<file path="src/rtl/fetch_queue_unit_pkg.sv">
// Shared defaults and helpers for the instruction-fetch queue.
// Default address/instruction widths, queue depth and reset PC live here.
// Pointer-width helper keeps the top and the FIFO sized consistently.
package fetch_queue_unit_pkg;

  localparam int          FQ_ADDR_W   = 32;
  localparam int          FQ_INST_W   = 32;
  localparam int          FQ_DEPTH    = 4;
  localparam logic [31:0] FQ_RESET_PC = 32'h0000_0000;
  localparam int          FQ_PC_STEP  = 4;

  // Pointer width for a power-of-two queue; counters are one bit wider.
  function automatic int fq_ptr_w(input int depth);
    return (depth > 1) ? $clog2(depth) : 1;
  endfunction

endpackage

</file>
<file path="src/rtl/fetch_sync_fifo.sv">
// Synchronous FIFO holding {pc, inst} entries for the fetch queue.
// Latency: a push is visible at the head one cycle later; the head is driven straight from storage.
// Backpressure: clear wins over push/pop; pop on empty is ignored; the caller never pushes into a full queue.
module fetch_sync_fifo
  import fetch_queue_unit_pkg::*;
#(
  parameter int WIDTH = 64,
  parameter int DEPTH = 4
) (
  input  logic                       clk,
  input  logic                       resetN,
  input  logic                       push,
  input  logic [WIDTH-1:0]           push_data,
  input  logic                       pop,
  input  logic                       clear,
  output logic [WIDTH-1:0]           pop_data,
  output logic                       full,
  output logic                       empty,
  output logic [fq_ptr_w(DEPTH):0]   count
);

  localparam int PW = fq_ptr_w(DEPTH);
  localparam int CW = PW + 1;

  logic [WIDTH-1:0] mem [DEPTH];
  logic [PW-1:0]    wr_ptr;
  logic [PW-1:0]    rd_ptr;
  logic [CW-1:0]    cnt;
  logic             do_push;
  logic             do_pop;

  assign do_push  = push & ~clear;
  assign do_pop   = pop & ~empty & ~clear;
  assign full     = (cnt == CW'(DEPTH));
  assign empty    = (cnt == '0);
  assign count    = cnt;
  // An empty queue presents zeros so decode never sees stale storage.
  assign pop_data = empty ? '0 : mem[rd_ptr];

  // Pointer and occupancy tracking; pointers wrap naturally at DEPTH.
  always_ff @(posedge clk or negedge resetN) begin
    if (!resetN) begin
      wr_ptr <= '0;
      rd_ptr <= '0;
      cnt    <= '0;
    end else if (clear) begin
      wr_ptr <= '0;
      rd_ptr <= '0;
      cnt    <= '0;
    end else begin
      if (do_push) wr_ptr <= wr_ptr + 1'b1;
      if (do_pop)  rd_ptr <= rd_ptr + 1'b1;
      cnt <= cnt + CW'(do_push) - CW'(do_pop);
    end
  end

  // Entry storage; contents are don't-care until written, so no reset.
  always_ff @(posedge clk) begin
    if (do_push) mem[wr_ptr] <= push_data;
  end

endmodule

</file>
<file path="src/rtl/fetch_queue_unit.sv">
// Sequential instruction fetch front end: credit-limited requests, in-order responses, DEPTH-entry queue to decode.
// Latency: request handshake in cycle N, response in N+1, dec_valid in N+2 (registered queue, no bypass).
// Backpressure: requests stop when queued + outstanding reaches DEPTH; dec_ready low holds the head. Optional perf counters under FETCHQ_PERF_EN.
module fetch_queue_unit
  import fetch_queue_unit_pkg::*;
#(
  parameter int                ADDR_W   = FQ_ADDR_W,
  parameter int                INST_W   = FQ_INST_W,
  parameter int                DEPTH    = FQ_DEPTH,
  parameter logic [ADDR_W-1:0] RESET_PC = ADDR_W'(FQ_RESET_PC)
) (
  input  logic              clk,
  input  logic              resetN,
  input  logic              redirect_valid,
  input  logic [ADDR_W-1:0] redirect_addr,
  output logic              imem_req_valid,
  input  logic              imem_req_ready,
  output logic [ADDR_W-1:0] imem_req_addr,
  input  logic              imem_rsp_valid,
  input  logic [INST_W-1:0] imem_rsp_data,
  output logic              dec_valid,
  input  logic              dec_ready,
  output logic [INST_W-1:0] dec_inst,
  output logic [ADDR_W-1:0] dec_pc
`ifdef FETCHQ_PERF_EN
  ,
  output logic [31:0]       perf_stall_cnt,
  output logic [31:0]       perf_flush_cnt
`endif
);

  localparam int                PW      = fq_ptr_w(DEPTH);
  localparam int                CW      = PW + 1;
  localparam logic [CW:0]       DEPTH_W = (CW+1)'(DEPTH);
  localparam logic [ADDR_W-1:0] PC_STEP = ADDR_W'(FQ_PC_STEP);

  logic [ADDR_W-1:0]        fetch_pc;
  logic [ADDR_W-1:0]        resp_pc;
  logic [CW-1:0]            outstanding;
  logic [CW-1:0]            drop_cnt;
  logic [CW-1:0]            q_count;
  logic [CW:0]              in_use;
  logic                     q_full;
  logic                     q_empty;
  logic                     q_push;
  logic                     q_pop;
  logic                     req_fire;
  logic [ADDR_W+INST_W-1:0] q_head;

  // Credit: every issued request owns a queue slot until its response lands or is discarded.
  assign in_use         = {1'b0, q_count} + {1'b0, outstanding};
  assign imem_req_valid = resetN & ~redirect_valid & (in_use < DEPTH_W);
  assign imem_req_addr  = fetch_pc;
  assign req_fire       = imem_req_valid & imem_req_ready;

  assign q_push    = imem_rsp_valid & (drop_cnt == '0) & ~redirect_valid;
  assign q_pop     = dec_valid & dec_ready & ~redirect_valid;
  assign dec_valid = ~q_empty;
  assign {dec_pc, dec_inst} = q_head;

  fetch_sync_fifo #(
    .WIDTH (ADDR_W + INST_W),
    .DEPTH (DEPTH)
  ) u_fifo (
    .clk       (clk),
    .resetN    (resetN),
    .push      (q_push),
    .push_data ({resp_pc, imem_rsp_data}),
    .pop       (q_pop),
    .clear     (redirect_valid),
    .pop_data  (q_head),
    .full      (q_full),
    .empty     (q_empty),
    .count     (q_count)
  );

  // PC, credit and drop bookkeeping; a redirect restarts both PCs and marks everything in flight as stale.
  // drop_cnt is always a subset of outstanding, so after a redirect exactly the remaining in-flight responses are stale.
  always_ff @(posedge clk or negedge resetN) begin
    if (!resetN) begin
      fetch_pc    <= RESET_PC;
      resp_pc     <= RESET_PC;
      outstanding <= '0;
      drop_cnt    <= '0;
    end else if (redirect_valid) begin
      fetch_pc    <= redirect_addr;
      resp_pc     <= redirect_addr;
      outstanding <= outstanding - CW'(imem_rsp_valid);
      drop_cnt    <= outstanding - CW'(imem_rsp_valid);
    end else begin
      if (req_fire) fetch_pc <= fetch_pc + PC_STEP;
      outstanding <= outstanding + CW'(req_fire) - CW'(imem_rsp_valid);
      if (imem_rsp_valid) begin
        if (drop_cnt != '0) drop_cnt <= drop_cnt - 1'b1;
        else                resp_pc  <= resp_pc + PC_STEP;
      end
    end
  end

  // The credit rule must keep pushes away from a full queue.
  a_no_overflow: assert property (@(posedge clk) disable iff (!resetN) !(q_push && q_full));

`ifdef FETCHQ_PERF_EN
  // Saturating counts of decode stall cycles and redirects.
  always_ff @(posedge clk or negedge resetN) begin
    if (!resetN) begin
      perf_stall_cnt <= '0;
      perf_flush_cnt <= '0;
    end else begin
      if (dec_valid && !dec_ready && (perf_stall_cnt != '1)) perf_stall_cnt <= perf_stall_cnt + 32'd1;
      if (redirect_valid && (perf_flush_cnt != '1))          perf_flush_cnt <= perf_flush_cnt + 32'd1;
    end
  end
`else
  // Performance counters are not built in this configuration.
`endif

endmodule

</file>
<file path="config.mk">
export PLATFORM = sky130hd
export DESIGN_NAME = fetch_queue_unit
export DESIGN_NICKNAME = d
export VERILOG_FILES = /design/src/rtl/fetch_queue_unit_pkg.sv /design/src/rtl/fetch_sync_fifo.sv /design/src/rtl/fetch_queue_unit.sv
export SDC_FILE = /design/constraint.sdc
export NUM_CORES = 1
export LEC_CHECK = 0
export CORE_AREA = 2 2 181 183
export CTS_BUF_LIST = sky130_fd_sc_hd__clkbuf_8
export CTS_CLUSTER_SIZE = 28
export DETAILED_ROUTE_END_ITERATION = 8
export DIE_AREA = 0 0 183 185
export GPL_ROUTABILITY_DRIVEN = 0
export PLACE_DENSITY = 0.77
export SETUP_SLACK_MARGIN = 0.4
export SYNTH_ARGS = -nofsm -noshare
export SYNTH_HDL_FRONTEND = slang
export SYNTH_SLANG_ARGS = --single-unit
</file>
<file path="constraint.sdc">
create_clock -name clk -period 3.3 [get_ports clk]
set_input_delay 0.66 -clock clk [delete_from_list [all_inputs] [get_ports clk]]
set_output_delay 0.66 -clock clk [all_outputs]
set_load 0.02 [all_outputs]
</file>
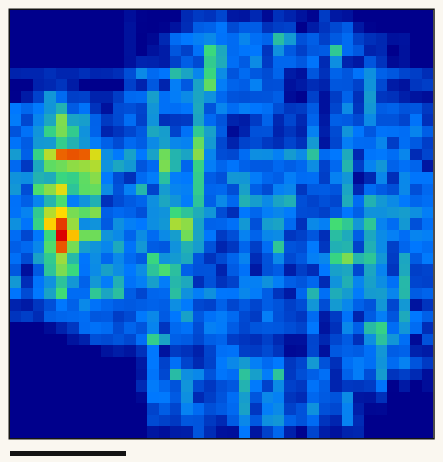
*Signal metal coverage by tile*
The bar under the picture is 50 microns long. The die is cut into 37 by 37 equal tiles; dark blue is low, red is high, scaled to the fullest tile. Values are wire area over tile area, all layers added.
The fullest tile reaches 0.77. The densest ninth of the die: west. 16% of the tiles are nearly empty. 3.6% of the tiles are over half the peak. The mean over all tiles is 0.15.

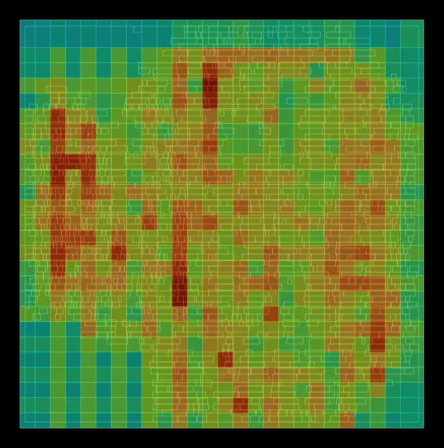
*Routing congestion*
met3 Resource Use GR: 3.97%
final core utilization: 55.5%
M2 GR Usage: 30.5%

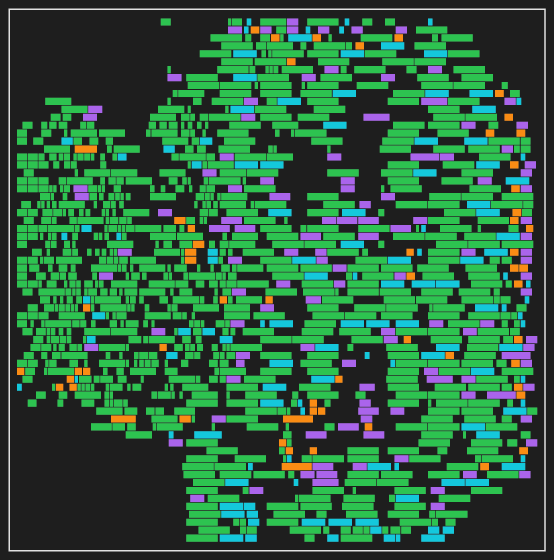
*Sizing map*
Key: drive 6 and up = purple [cells 118]; drive 1 or less = green [cells 862]; drive 2 = cyan [cells 124]; drive 3 to 4 = orange [cells 57]

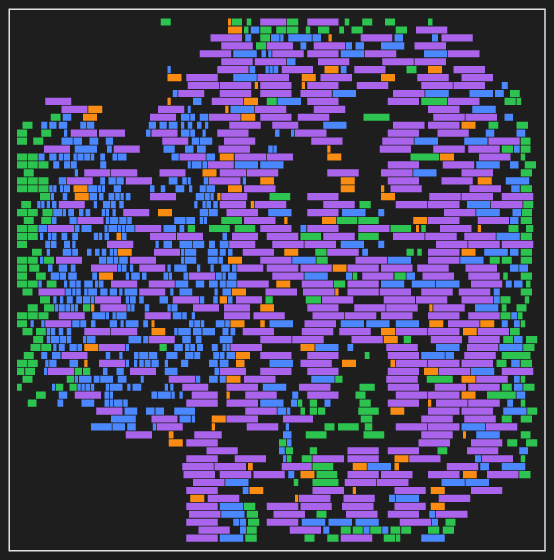
*Placed cells, one colour a class*
Key: other buffers and delay cells = green [cells 215, share of their area 13%]; clock drivers and dummy loads = orange [cells 93, share of their area 5.6%]; flip-flops = purple [cells 333, share of their area 56%]; all other logic = blue [cells 520, share of their area 25%]

[metrics by stage]
step | total power [mW] | util [%] | setup slack, ns
2_1_floorplan | 7.22 | - | 0.415
3_3_place_gp | 8.76 | 51.5 | 0.453
3_5_place_dp | 8.83 | 51.5 | 0.432
4_1_cts | 12.1 | 55.1 | 0.231
5_1_grt | 13.0 | 55.5 | 0.297
6_report | 12.4 | 55.5 | 0.394
[per-layer routing]
layer / vias to the layer above / track usage [%]
met3: 44 / 3.97
met2: 370 / 30.5
met1: 4321 / 26.6
met4: 0 / 4.35
met5: - / 0
li1: 3886 / -
[worst min-delay path by stage]
stage | from | end | slack (ns)
global placement | outstanding[2]$_DFF_PN0_ | outstanding[2]$_DFF_PN0_ | 0.51
global route | resetN | imem_req_addr[23]$_DFFE_PN0N_ | 0.46
CTS | resetN | imem_req_addr[12]$_DFFE_PN0N_ | 0.41
detailed placement | outstanding[2]$_DFF_PN0_ | outstanding[2]$_DFF_PN0_ | 0.52
floorplan | resetN | drop_cnt[0]$_DFFE_PN0P_ | 0.36
finish | resetN | outstanding[0]$_DFF_PN0_ | 0.39
[report_power, final]
group          switching [mW]  leakage, nW  internal (mW)
sequential              0.247         3.23           4.79
combinational            2.01         2.58           2.12
clock                    1.51        0.561           1.68
[Yosys cell counts, drive strengths merged, types with 11 or more instances]
cell type	count
inv	32
nand3	25
nor3	14
dfrtp	77
xnor2	25
nor4	11
nor2	29
xor2	18
nand2	60
mux4	64
o21ai	45
a21oi	11
buf	21
edfxtp	256
and2	67
ha	16
and3	12
nand4	20
clkbuf	23
[final cells by class]
type / instances / area share (%)
sequential: 333 / 54.1
timing repair buffer: 215 / 12.9
tap: 408 / 2.87
inverter: 32 / 0.675
clock buffer: 61 / 4.72
clock inverter: 32 / 0.766
multi-input combinational: 488 / 24.1
==> Slide: Implementation Results <==
Flow Results at a Glance

Critical path
  • Critical Path End: dec_inst[17]
  • Cell Chain, Critical Path: buf_6 > clkbuf_16 > buf_4 > mux4_2 > and2_1 > buf_2
  • Flop-to-flop setup slack: 0.59 ns
  • CP Capture Type: primary output
  • CP required: 2.64 ns
  • Worst EP arrival: 2.25 ns
  • Crit path max-delay family: buffers and inverters
  • Crit-path max cell delay: 0.53 ns
  • CP Launch Type: register

Floorplan
  • Die X-Extent: around 180 microns
  • Pre-Place Util: 44.1%
  • Rows: between 60 and 70
  • Die Y: 185 microns
  • Ports: 168

Synthesis
  • Ys flops: 333
  • XOR/XNOR Fraction of Synth Area: 2.67%
  • Synth Warn #: 0
  • Synth Cell Area: 0.0141 sq mm
  • Yosys adder share: 1.70%
  • Mean Syn Cell Area: about 16 sq um
  • Synth area leaders: edfxtp_1, dfrtp_1, mux4_2
  • Post-synth seq share: 68.1%
  • Ys async rst share: 23.1%
  • Simple share: 10.3%
  • Commonest flop: edfxtp_1
  • Post-synth EDFFs: 256
  • Yosys synthesis chip area: 0.0141 sq mm
  • Area share, top type: 54.4%

Place
  • Post-DP HPWL: 20100 microns
  • Placed insts: ~1.5k

CTS
  • Clock slew seen by the registers of the worst setup and hold paths: 0.06 ns
  • H-tree level count: 2
  • CTS root buf: clkbuf_8
  • Number of buffers created by CTS: 52
  • Clk buf depth: 3
  • Clk_lat worst skew: 0.57 ns

Finish
  • Flop area: 0.00962 sq mm
  • Fillcell total: ~2.5k
  • Fin nets: approximately 1.2k
  • Most numerous logic cells after layout: edfxtp_1, clkdlybuf4s50_1, dfrtp_1
  • Multi-input gate area: 0.00428 sq mm
  • Design Area, Final: 0.0178 sq mm
  • Max FFs per register: 256

Route
  • Met2 wire len: 15100 microns
  • Routed WL per cell: 20.3 microns
  • TritonRoute pass-1 iters: 5
  • DRC: 0
  • Antenna viol nets, final: 0
  • DR WL met3: 2330 microns
  • Vias: around 8.6k
  • WL final: around 32000 microns
  • DRT iter0 DRCs: 624
  • Avg Vias per Cell: 5.49

Global route
  • GRT overflow: 0
  • Pin count of the biggest net entering global routing: 78
  • Initial antenna violation count: 0

Timing
  • Hold slack: 0.395 ns
  • Worst-Margin Slew: 1.02 ns
  • Tcrit/Tclk final: 88.1%
  • Final setup violation count: 0
  • Final Slew Violations: 0
  • Hold Fails Final Rpt: 0
  • Max-slew headroom: 32.1%

Run status
  • Outcome: finished clean

Run
  • Count of tool warnings: 32

Power and ir drop
  • Static Leak: 6.37 nW
  • Power density over the cells: between 600 and 700 mW/mm^2

Worst hold path
  • Hold Path Class: input pin to asynchronous set/reset pin
Power is estimated from default activity; no workload was simulated.
